Figure 1. Signal wires on met3 (run 1).
The bar under the picture is 20 µm long.
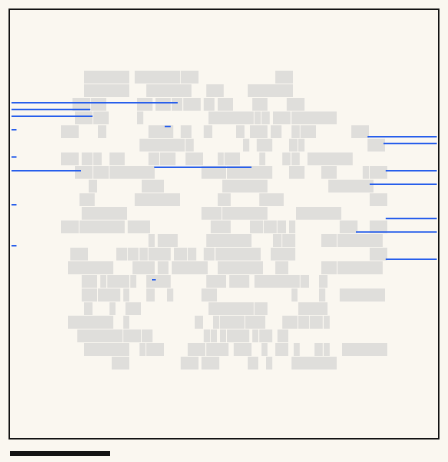
Figure 2. Layout detail (run 1).
The bar under the picture is 10 µm long. Window x 44 to 84, y 1 to 41 µm. Cells in gray, sequential cells in the stronger gray; small squares are vias.
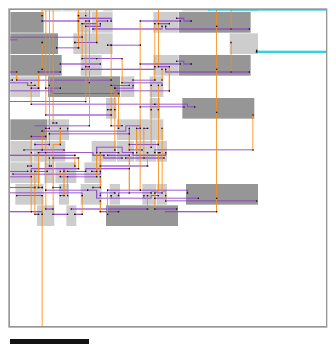
Figure 3. M1 wires (run 1).
The bar under the picture is 20 µm long. Supply wires on this layer in gray.
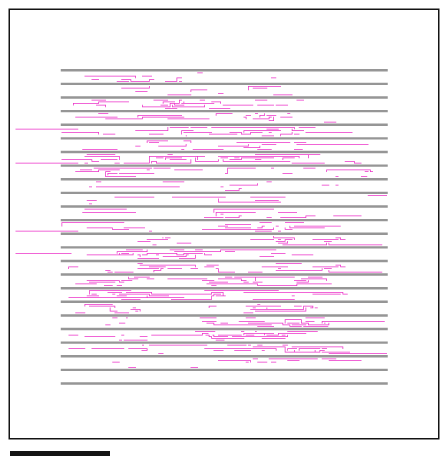
Figure 4. Routing congestion map (run 1).
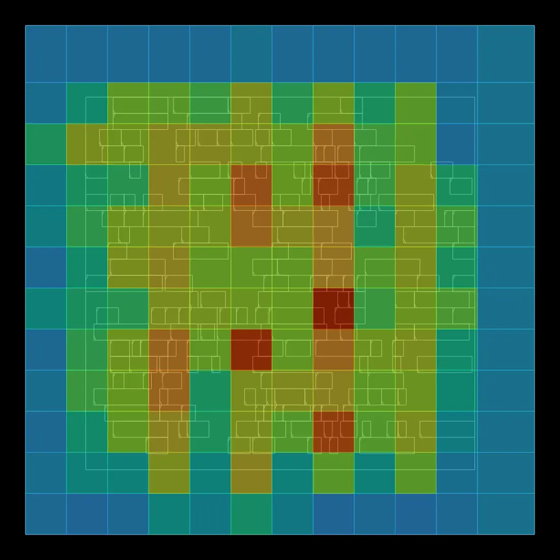
File: src/rtl/output_deserializer_if.sv
// Stream bundle for the output deserializer: serial element input side and
// assembled-vector output side with a valid/ready handshake.
interface output_deserializer_if #(
  parameter int unsigned SIZE     = 3,
  parameter int unsigned BIT_SIZE = 1
) ();
  logic [BIT_SIZE-1:0]      s_data;
  logic                     s_valid;
  logic                     s_first;
  logic [SIZE*BIT_SIZE-1:0] m_data;
  logic                     m_valid;
  logic                     m_ready;

  modport master (
    output s_data,
    output s_valid,
    output s_first,
    output m_ready,
    input  m_data,
    input  m_valid
  );

  modport slave (
    input  s_data,
    input  s_valid,
    input  s_first,
    input  m_ready,
    output m_data,
    output m_valid
  );
endinterface

File: src/rtl/output_deserializer.sv
// Collects SIZE serial elements into one vector per frame and queues completed
// frames in a 2-entry FIFO, with sticky overflow/framing flags and a frame counter.
module output_deserializer #(
  parameter int unsigned SIZE     = 3,
  parameter int unsigned BIT_SIZE = 1
) (
  input  logic                 clk,
  input  logic                 rst,
  output_deserializer_if.slave bus,
  input  logic                 clr_flags,
  output logic                 ovf,
  output logic                 frame_err,
  output logic [15:0]          frame_cnt
);

  localparam int unsigned W     = SIZE * BIT_SIZE;
  localparam int unsigned IDX_W = (SIZE > 1) ? $clog2(SIZE) : 1;
  localparam logic [IDX_W-1:0] LAST_IDX = IDX_W'(SIZE - 1);

  typedef enum logic {StIdle = 1'b0, StCollect = 1'b1} state_e;

  state_e                           state_q, state_d;
  logic [IDX_W-1:0]                 idx_q, idx_d;
  logic [SIZE-1:0][BIT_SIZE-1:0]    stage_q, stage_d;
  logic [W-1:0]                     head_q, head_d;
  logic [W-1:0]                     tail_q, tail_d;
  logic [1:0]                       occ_q, occ_d;
  logic                             ovf_q, ovf_d;
  logic                             ferr_q, ferr_d;
  logic [15:0]                      cnt_q, cnt_d;

  logic             wr_en;
  logic [IDX_W-1:0] wr_idx;
  logic             complete;
  logic             ferr_set;
  logic             pop;
  logic             push_ok;
  logic             ovf_set;

  // Frame assembly
  always_comb begin
    state_d  = state_q;
    idx_d    = idx_q;
    stage_d  = stage_q;
    wr_en    = 1'b0;
    wr_idx   = '0;
    complete = 1'b0;
    ferr_set = 1'b0;
    if (bus.s_valid) begin
      if (bus.s_first) begin
        // A new first element always restarts; an abandoned partial is a framing error.
        ferr_set = (state_q == StCollect);
        wr_en    = 1'b1;
        if (SIZE == 1) begin
          complete = 1'b1;
          state_d  = StIdle;
          idx_d    = '0;
        end else begin
          state_d = StCollect;
          idx_d   = IDX_W'(1);
        end
      end else if (state_q == StIdle) begin
        ferr_set = 1'b1;
      end else begin
        wr_en  = 1'b1;
        wr_idx = idx_q;
        if (idx_q == LAST_IDX) begin
          complete = 1'b1;
          state_d  = StIdle;
          idx_d    = '0;
        end else begin
          idx_d = idx_q + IDX_W'(1);
        end
      end
    end
    for (int k = 0; k < int'(SIZE); k++) begin
      if (wr_en && (wr_idx == IDX_W'(k))) begin
        stage_d[k] = bus.s_data;
      end
    end
  end

  // Two-entry FIFO kept as head/tail so the head drives m_data directly.
  always_comb begin
    pop     = (occ_q != 2'd0) && bus.m_ready;
    push_ok = complete && ((occ_q < 2'd2) || pop);
    ovf_set = complete && !push_ok;
    head_d  = head_q;
    tail_d  = tail_q;
    occ_d   = occ_q;
    if (pop && push_ok) begin
      if (occ_q == 2'd1) begin
        head_d = stage_d;
      end else begin
        head_d = tail_q;
        tail_d = stage_d;
      end
    end else if (pop) begin
      head_d = tail_q;
      occ_d  = occ_q - 2'd1;
    end else if (push_ok) begin
      if (occ_q == 2'd0) begin
        head_d = stage_d;
      end else begin
        tail_d = stage_d;
      end
      occ_d = occ_q + 2'd1;
    end
    cnt_d  = cnt_q + {15'd0, push_ok};
    // Set beats clear when both happen in the same cycle.
    ovf_d  = ovf_set  | (ovf_q  & ~clr_flags);
    ferr_d = ferr_set | (ferr_q & ~clr_flags);
  end

  always_ff @(posedge clk or posedge rst) begin
    if (rst) begin
      state_q <= StIdle;
      idx_q   <= '0;
      stage_q <= '0;
      head_q  <= '0;
      tail_q  <= '0;
      occ_q   <= 2'd0;
      ovf_q   <= 1'b0;
      ferr_q  <= 1'b0;
      cnt_q   <= 16'd0;
    end else begin
      state_q <= state_d;
      idx_q   <= idx_d;
      stage_q <= stage_d;
      head_q  <= head_d;
      tail_q  <= tail_d;
      occ_q   <= occ_d;
      ovf_q   <= ovf_d;
      ferr_q  <= ferr_d;
      cnt_q   <= cnt_d;
    end
  end

  assign bus.m_data  = head_q;
  assign bus.m_valid = (occ_q != 2'd0);
  assign ovf         = ovf_q;
  assign frame_err   = ferr_q;
  assign frame_cnt   = cnt_q;

endmodule

File: src/flat_wrapper.sv
// flat-port wrapper written by rule: the top's interface ports become plain ports
module output_deserializer_flat 
#(
  parameter int unsigned SIZE     = 3,
  parameter int unsigned BIT_SIZE = 1
)
  (clk, rst, clr_flags, ovf, frame_err, frame_cnt, bus_s_data, bus_s_valid, bus_s_first, bus_m_ready, bus_m_data, bus_m_valid);
  output_deserializer_if #(.SIZE(SIZE), .BIT_SIZE(BIT_SIZE)) bus_i ();
  input  logic clk;
  input  logic rst;
  input  logic clr_flags;
  output logic ovf;
  output logic frame_err;
  output logic [15:0] frame_cnt;
  input wire logic [$bits(bus_i.s_data)-1:0] bus_s_data;
  input wire logic [$bits(bus_i.s_valid)-1:0] bus_s_valid;
  input wire logic [$bits(bus_i.s_first)-1:0] bus_s_first;
  input wire logic [$bits(bus_i.m_ready)-1:0] bus_m_ready;
  output wire logic [$bits(bus_i.m_data)-1:0] bus_m_data;
  output wire logic [$bits(bus_i.m_valid)-1:0] bus_m_valid;
  assign bus_i.s_data = bus_s_data;
  assign bus_i.s_valid = bus_s_valid;
  assign bus_i.s_first = bus_s_first;
  assign bus_i.m_ready = bus_m_ready;
  assign bus_m_data = bus_i.m_data;
  assign bus_m_valid = bus_i.m_valid;
  output_deserializer #(.SIZE(SIZE), .BIT_SIZE(BIT_SIZE)) u_core (.clk(clk), .rst(rst), .bus(bus_i), .clr_flags(clr_flags), .ovf(ovf), .frame_err(frame_err), .frame_cnt(frame_cnt));
endmodule
File: config.mk
export PLATFORM = sky130hd
export DESIGN_NAME = output_deserializer_flat
export DESIGN_NICKNAME = d
export VERILOG_FILES = /design/src/rtl/output_deserializer_if.sv /design/src/rtl/output_deserializer.sv /design/src/flat_wrapper.sv
export SDC_FILE = /design/constraint.sdc
export NUM_CORES = 1
export LEC_CHECK = 0
export CELL_PAD_IN_SITES_DETAIL_PLACEMENT = 0
export CELL_PAD_IN_SITES_GLOBAL_PLACEMENT = 2
export CORE_MARGIN = 10
export CORE_UTILIZATION = 37
export CTS_BUF_LIST = sky130_fd_sc_hd__clkbuf_8
export DETAILED_ROUTE_END_ITERATION = 16
export HOLD_SLACK_MARGIN = 0.15
export PLACE_DENSITY_LB_ADDON = 0.1
export SYNTH_ARGS = -nofsm -noshare
export SYNTH_HDL_FRONTEND = slang
export SYNTH_SLANG_ARGS = --single-unit
File: constraint.sdc
create_clock -name clk -period 4 [get_ports clk]
set_input_delay 0.4 -clock clk [delete_from_list [all_inputs] [get_ports clk]]
set_output_delay 0.4 -clock clk [all_outputs]
set_load 0.01 [all_outputs]
==> impl_metrics.tcl, run 1 <==
# implementation run metrics
set metrics [dict create \
    drc 0 \
    dr_wl_met3_um 183 \
    worstPathArrival_ns 3.01 \
    status "completed" \
    synthCells 144 \
    clockPowerShare_pct 24.4 \
    yosysChipArea_um2 1590 \
    ys_top_cells_by_count "dfrtp_1 (32), inv_1 (14), nand3_1 (10)" \
    cts_hold_buffers 0 \
    grtUsageTotal_pct 9.53 \
    irDropWorstVdd_mv 0.278 \
    area_growth_pct 26.4 \
    netlist_area_um2 1590 \
    post_cts_buffers 0 \
    gp_congestion 0.764 \
    period_needed_ns 2.85 \
    comb_area_um2 724 \
    clock_sinks 32 \
    grt_pass1_vias 1206 \
    maxSlewHeadroom_pct 58.6 \
    synth_cell_types 40 \
    firstDrtPassIters 4 \
    cp_num_cells 9 \
    seqAreaFraction_pct 39.9 \
    ys_cells 144 \
    endpoint_kind "flip-flop" \
    synth_top_cell_by_count "dfrtp_1" \
    cp_slowest_cell "clkdlybuf4s50_1" \
    worst-endpoint-required_ns 4.17 \
    max_stage_delay_ns 0.55 \
    cellPowerDensity_nw_per_um2 471 \
    tool_warnings 28 \
    setup_viol 0 \
    switchingPower_uw 301 \
    largest_class "flip-flops and latches" \
    fin_area_um2 2010 \
    bufAreaShareNonClock_pct 14.3 \
    critical-path-top-delay-family "simple AND/OR/NAND/NOR gates" \
    seq_cell_count 32 \
    flop_cell "dfrtp_1" \
    diodes 0 \
    sequentialPower_uw 432 \
    ys_ff 32 \
    top_cells_by_area "dfrtp_1 (50%), ha_1 (5.5%), xnor2_1 (4.4%)" \
    viasPerCell 5.07 \
    regToRegSetupSlack_ns 1.21 \
    clk_pin_slew_worst_paths_ns 0.07 \
    fin_tns_setup_ns 0 \
    critPathMaxFanout 5 \
    maxUsedRoutingLayer "met4" \
]
Notes on Figure 1 above:
wire length on this layer	183 µm
nets with wire on the layer	17
main direction	horizontal
longest straight run	32.9 µm
share of all routed wire	5.5%

Notes on Figure 2 above:
color	layer
purple	metal 1
orange	metal 2
cyan	metal 3
sequential cells in the window	9
cells with their middle in the window	41
most frequent	dfrtp_1 (9), nand2_1 (4)
netlist names of flops here include	u_core.bus.m_data (2), u_core.idx_q (2), u_core.stage_q (2)

Notes on Figure 3 above:
longest straight run	23.0 µm
main direction	horizontal
wire length on this layer	1700 µm
share of all routed wire	51%
aggregate routed wire length: 3320 µm
routing usage on met1: 12.2%
vias: 1155

Notes on Figure 4 above:
post-DR wirelength/cell: 14.6 µm
final standard cell utilization of the core: 49.1%

==> run 1: cells in the final DEF, fill, tap and decap left out, drive strengths merged, types with 6 or more instances in the layout <==
cell           instances
dfrtp                 32
inv                   15
ha                     7
nor2                   6
xor2                   8
nand2                  7
clkdlybuf4s50         28
xnor2                  8
nand3                 11
==> run 1: through the flow <==
step | instances | hold WS (ns) | setup WS [ns]
after global routing | 228 | 0.478 | 0.979
after CTS | 228 | 0.466 | 1.15
final | 228 | 0.438 | 1.15
after detailed placement | 221 | 0.463 | 0.851
after global placement | 221 | 0.456 | 0.944
after floorplan | 144 | 0.465 | 1.43
Figure 5. Gate-type map (run 1).
The bar under the picture is 20 µm long.
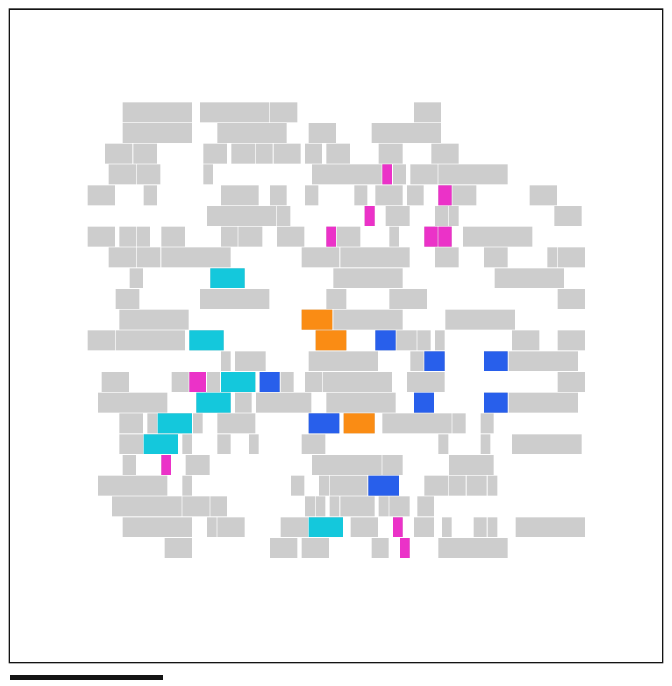

==> inputs of run 2 (changes only) <==
--- a/config.mk
+++ b/config.mk
@@ -8,7 +8,7 @@
 export CELL_PAD_IN_SITES_DETAIL_PLACEMENT = 0
 export CELL_PAD_IN_SITES_GLOBAL_PLACEMENT = 2
 export CORE_MARGIN = 10
-export CORE_UTILIZATION = 37
+export CORE_UTILIZATION = 31
 export CTS_BUF_LIST = sky130_fd_sc_hd__clkbuf_8
 export DETAILED_ROUTE_END_ITERATION = 16
 export HOLD_SLACK_MARGIN = 0.15
==> constraint.sdc (replaced) <==
create_clock -name clk -period 2.45 [get_ports clk]
set_input_delay 0.245 -clock clk [delete_from_list [all_inputs] [get_ports clk]]
set_output_delay 0.245 -clock clk [all_outputs]
set_load 0.01 [all_outputs]
Figure 6. Gate-type map (run 2).
The bar under the picture is 20 µm long.
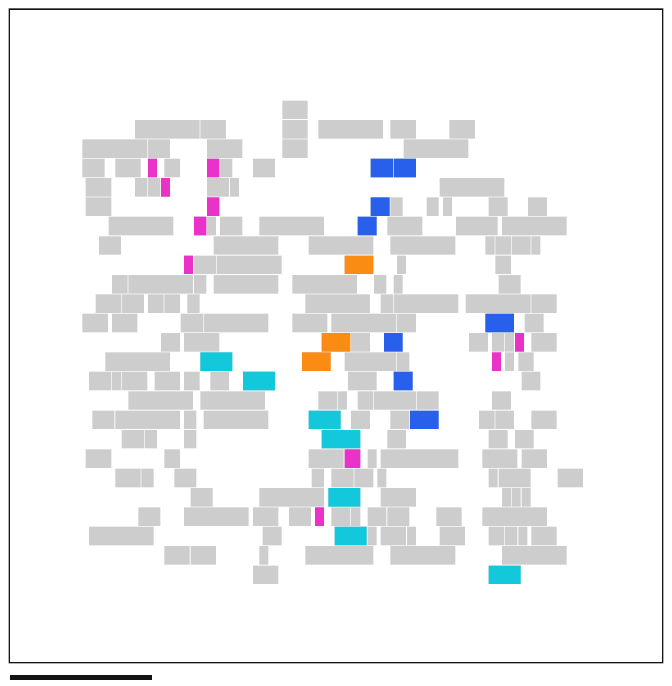
color	family	cells
blue	AND-OR and OR-AND gates	8
orange	multiplexers	3
magenta	NOR gates	10
cyan	adder and majority cells	7
Top cell excl fill/tap: dfrtp_1
Comb/total area: 33.9%
Layout Cells excl Fill: 262

==> run 2 against run 1 <==
Area after synthesis unchanged. Flip-flop count stayed put. Critical path type is now reg2reg. Critical endpoint unchanged. Total power is 86% higher. Non-clock buffer count up 16.
==> impl_metrics.tcl, run 2 <==
# implementation run metrics
set metrics [dict create \
    cp_slowest_cell "or4_4" \
    synth_top_cell_by_count "dfrtp_1" \
    layout_top_cells "dfrtp_1 (31), clkdlybuf4s50_1 (28), buf_4 (17), inv_1 (14), nand3_1 (10)" \
    worst-endpoint-required_ns 2.62 \
    cts_hold_buffers 0 \
    viasPerCell 4.70 \
    worstPathArrival_ns 2.52 \
    clockPowerShare_pct 28.5 \
    max_cap_violations 0 \
    bufAreaShareNonClock_pct 18.5 \
    cp_num_cells 8 \
    status "completed" \
    hold-worst-slack_ns 0.347 \
    final_hold_viol_count 0 \
    critical-path-top-delay-family "simple AND/OR/NAND/NOR gates" \
    max_stage_delay_ns 0.52 \
    cellPowerDensity_nw_per_um2 799 \
    p_comb_uw 568 \
    top_cells_by_area "dfrtp_1 (50%), ha_1 (5.5%), xnor2_1 (4.4%)" \
    endpoint_kind "flip-flop" \
    clock_sinks 32 \
    ys_top_cells_by_count "dfrtp_1 (32), inv_1 (14), nand3_1 (10)" \
    netlist_area_um2 1590 \
    grtUsageTotal_pct 9.63 \
    largest_class "flip-flops and latches" \
    drv_slew 0 \
    synthCells 144 \
    timing.rr.end "u_core.tail_q[2]" \
    seq_cell_count 32 \
    drc 0 \
    maxPowerGroup "sequential cells" \
    tool_warnings 28 \
    comb_area_um2 746 \
    ys_cells 144 \
    ys_ff 32 \
    clk_pin_slew_worst_paths_ns 0.07 \
    yosysChipArea_um2 1590 \
    dpl_worst_slack_ns -0.162 \
    synth_cell_types 40 \
    regToRegSetupSlack_ns 0.11 \
    irDropWorstVdd_mv 0.326 \
    period_needed_ns 2.34 \
    maxSlewHeadroom_pct 58.6 \
    cts_max_level 2 \
    flop_cell "dfrtp_1" \
    n_fill_cell 479 \
    fin_area_um2 2200 \
    grt_pass1_vias 1373 \
    cp-startpoint "u_core.idx_q[0]" \
    wire_per_inst_um 14.3 \
    seq_area_um2 802 \
    firstDrtPassIters 4 \
    seqAreaFraction_pct 36.5 \
    fin_tns_setup_ns 0 \
    setup_viol 0 \
    fin_util_pct 45.4 \
    sequentialPower_uw 690 \
    switchingPower_uw 532 \
    diodes 0 \
    gp_congestion 0.772 \
    yosys.area.top_type_share_pct 50.5 \
    chipArea_um2 8380 \
    critPathMaxFanout 3 \
    final.setup.worst_slack_ns 0.106 \
    area_growth_pct 38.6 \
    post_cts_buffers 0 \
    place_inst 252 \
    skew_ns 0.00434 \
]
Figure 7. Signal wires on met3 (run 2).
The bar under the picture is 20 µm long.
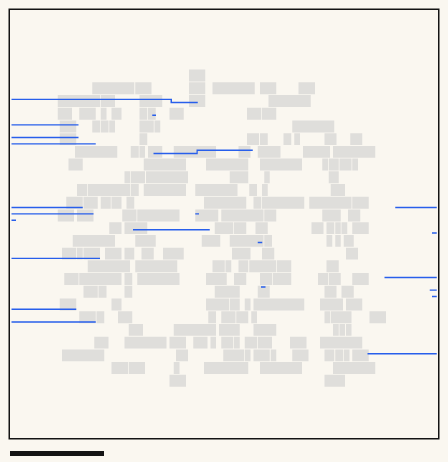
nets with wire on the layer	18
share of all routed wire	6.5%
main direction	horizontal
aggregate routed wire length: 3750 µm
vias: 1231
M3 GR Usage: 4.28%

[run 2: cell counts after synthesis]
No cell type changed its count.
[run 2: cell families after synthesis]
| logic type | synth area share, % |
|---|---|
| simple gates | 16.9 |
| flops | 50.5 |
| fa+ha+maj | 5.52 |
| mux | 2.13 |
| compound gates | 12.3 |
| buf+inv | 3.86 |
| xor+xnor | 8.83 |
[run 2: worst reg2reg max path, cell delays in order, from the launching register on]
cell,delay (ns)
dfrtp_1,0.38
nand3b_1,0.17
or2_1,0.27
a21oi_4,0.13
inv_1,0.05
ha_2,0.17
or4_4,0.52
o22ai_4,0.17
mux2_2,0.36
[run 2: per-layer routing]
metal	GRT usage, %	wire (µm)
met5	0	0
met4	4.18	41
met3	4.28	245
met2	15.9	1830
met1	10.5	1630
==> inputs of run 3 (changes only) <==
--- a/config.mk
+++ b/config.mk
@@ -5,6 +5,7 @@
 export SDC_FILE = /design/constraint.sdc
 export NUM_CORES = 1
 export LEC_CHECK = 0
+export ABC_CLOCK_PERIOD_IN_PS = 2450
 export CELL_PAD_IN_SITES_DETAIL_PLACEMENT = 0
 export CELL_PAD_IN_SITES_GLOBAL_PLACEMENT = 2
 export CORE_MARGIN = 10
Figure 8. Layout detail (run 3).
The bar under the picture is 10 µm long. Window x 49 to 89, y 3 to 43 µm. Cells in gray, sequential cells in the stronger gray; small squares are vias.
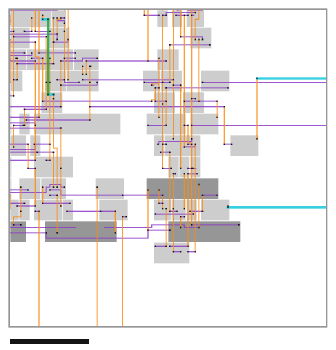
color	layer
orange	metal 2
cyan	metal 3
purple	metal 1
green	metal 4
sequential cells in the window	3
cells with their middle in the window	49
most frequent	buf_4 (9), inv_1 (8), clkdlybuf4s50_1 (7)

==> run 3 against run 2 <==
Critical endpoint unchanged. Area after synthesis unchanged. Global-route usage unchanged. Wire length unchanged.
==> impl_metrics.tcl, run 3 <==
# implementation run metrics
set metrics [dict create \
    diodes 0 \
    stdcell_count 262 \
    hp-class "in2async" \
    maxSlewHeadroom_pct 58.6 \
    seqAreaFraction_pct 36.5 \
    wire_per_inst_um 14.3 \
    xor_area_share_pct 8.83 \
    final_nets 208 \
    use_met3_pct 4.28 \
    n_fill_cell 479 \
    viasPerCell 4.70 \
    fin_tns_setup_ns 0 \
    seq_area_um2 802 \
    gp_congestion 0.772 \
    flop_cell "dfrtp_1" \
    ys_sh_aoi_pct 12.3 \
    ys_ff 32 \
    period_needed_ns 2.34 \
    top_cells_by_area "dfrtp_1 (50%), ha_1 (5.5%), xnor2_1 (4.4%)" \
    yosys.area_share.adder_pct 5.52 \
    worst-endpoint-required_ns 2.62 \
    grtUsageTotal_pct 9.63 \
    chipArea_um2 8380 \
    layout_top_cells "dfrtp_1 (31), clkdlybuf4s50_1 (28), buf_4 (17), inv_1 (14), nand3_1 (10)" \
    bufAreaShareNonClock_pct 18.5 \
    max_cap_violations 0 \
    status "completed" \
    irDropWorstVdd_mv 0.326 \
    drc 0 \
    synthTopLogicFamily "simple AND/OR/NAND/NOR gates" \
    cp-startpoint "u_core.idx_q[0]" \
    drv_slew 0 \
    firstDrtPassIters 4 \
    yosys.area.top_type_share_pct 50.5 \
    place_inst 252 \
    ys_top_cells_by_count "dfrtp_1 (32), inv_1 (14), nand3_1 (10)" \
    simple_gate_area_share_pct 16.9 \
    seq_cell_count 32 \
    synthCells 144 \
    setup_viol 0 \
    cts_hold_buffers 0 \
    netlist_area_um2 1590 \
    final_common_cell "dfrtp_1" \
    cp_num_cells 8 \
    num_vias 1231 \
    grt_pass1_vias 1373 \
    final.setup.worst_slack_ns 0.106 \
    ys_sh_mux_pct 2.13 \
    tool_warnings 28 \
    met1_usage_pct 10.5 \
    skew_ns 0.00434 \
    final_hold_viol_count 0 \
    critical-path-top-delay-family "simple AND/OR/NAND/NOR gates" \
    area_growth_pct 38.6 \
    comb_area_share_pct 33.9 \
    timing.rr.end "u_core.tail_q[2]" \
    dpl_worst_slack_ns -0.162 \
    totalWireLength_um 3750 \
    cp_slowest_cell "or4_4" \
    endpoint_kind "flip-flop" \
    clock_sinks 32 \
    worstPathArrival_ns 2.52 \
    cts_max_level 2 \
    yosysChipArea_um2 1590 \
    synth_cell_types 40 \
    clk_pin_slew_worst_paths_ns 0.07 \
    met2_usage_pct 15.9 \
    ys_cells 144 \
    largest_class "flip-flops and latches" \
    regToRegSetupSlack_ns 0.11 \
]
Figure 9. Signal wires on met3 (run 3).
The bar under the picture is 20 µm long.
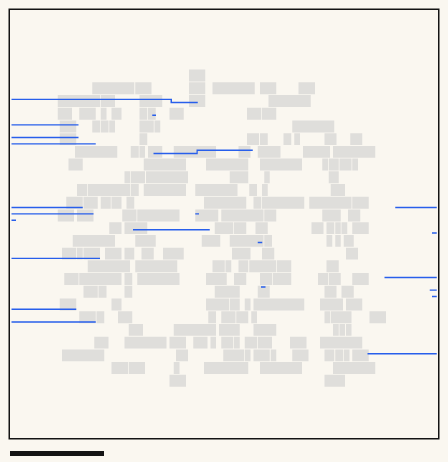
longest straight run	34.0 µm
nets with wire on the layer	18
share of all routed wire	6.5%

==> run 3: cell counts after synthesis <==
No cell type changed its count.
==> run 3: layer usage <==
layer	wire, µm	up-vias
li1	-	612
met1	1630	590
met2	1830	23
met3	245	6
met4	41	0
met5	0	-
==> run 3: report_power, final <==
part,internal (mW),switching [mW],leakage [nW]
Sequential,0.628,0.0622,0.415
Combinational,0.301,0.267,0.548
Clock,0.298,0.203,0.0593
Total,1.23,0.532,1.02
==> run 3: repair_timing <==
| item | 4_1_cts | 5_1_grt |
|---|---|---|
| resized | 0 | 2 |
| endpoints found under the setup margin | 0 | 3 |
| buffers inserted | 0 | 2 |
Power and IR drop assume default switching activity.
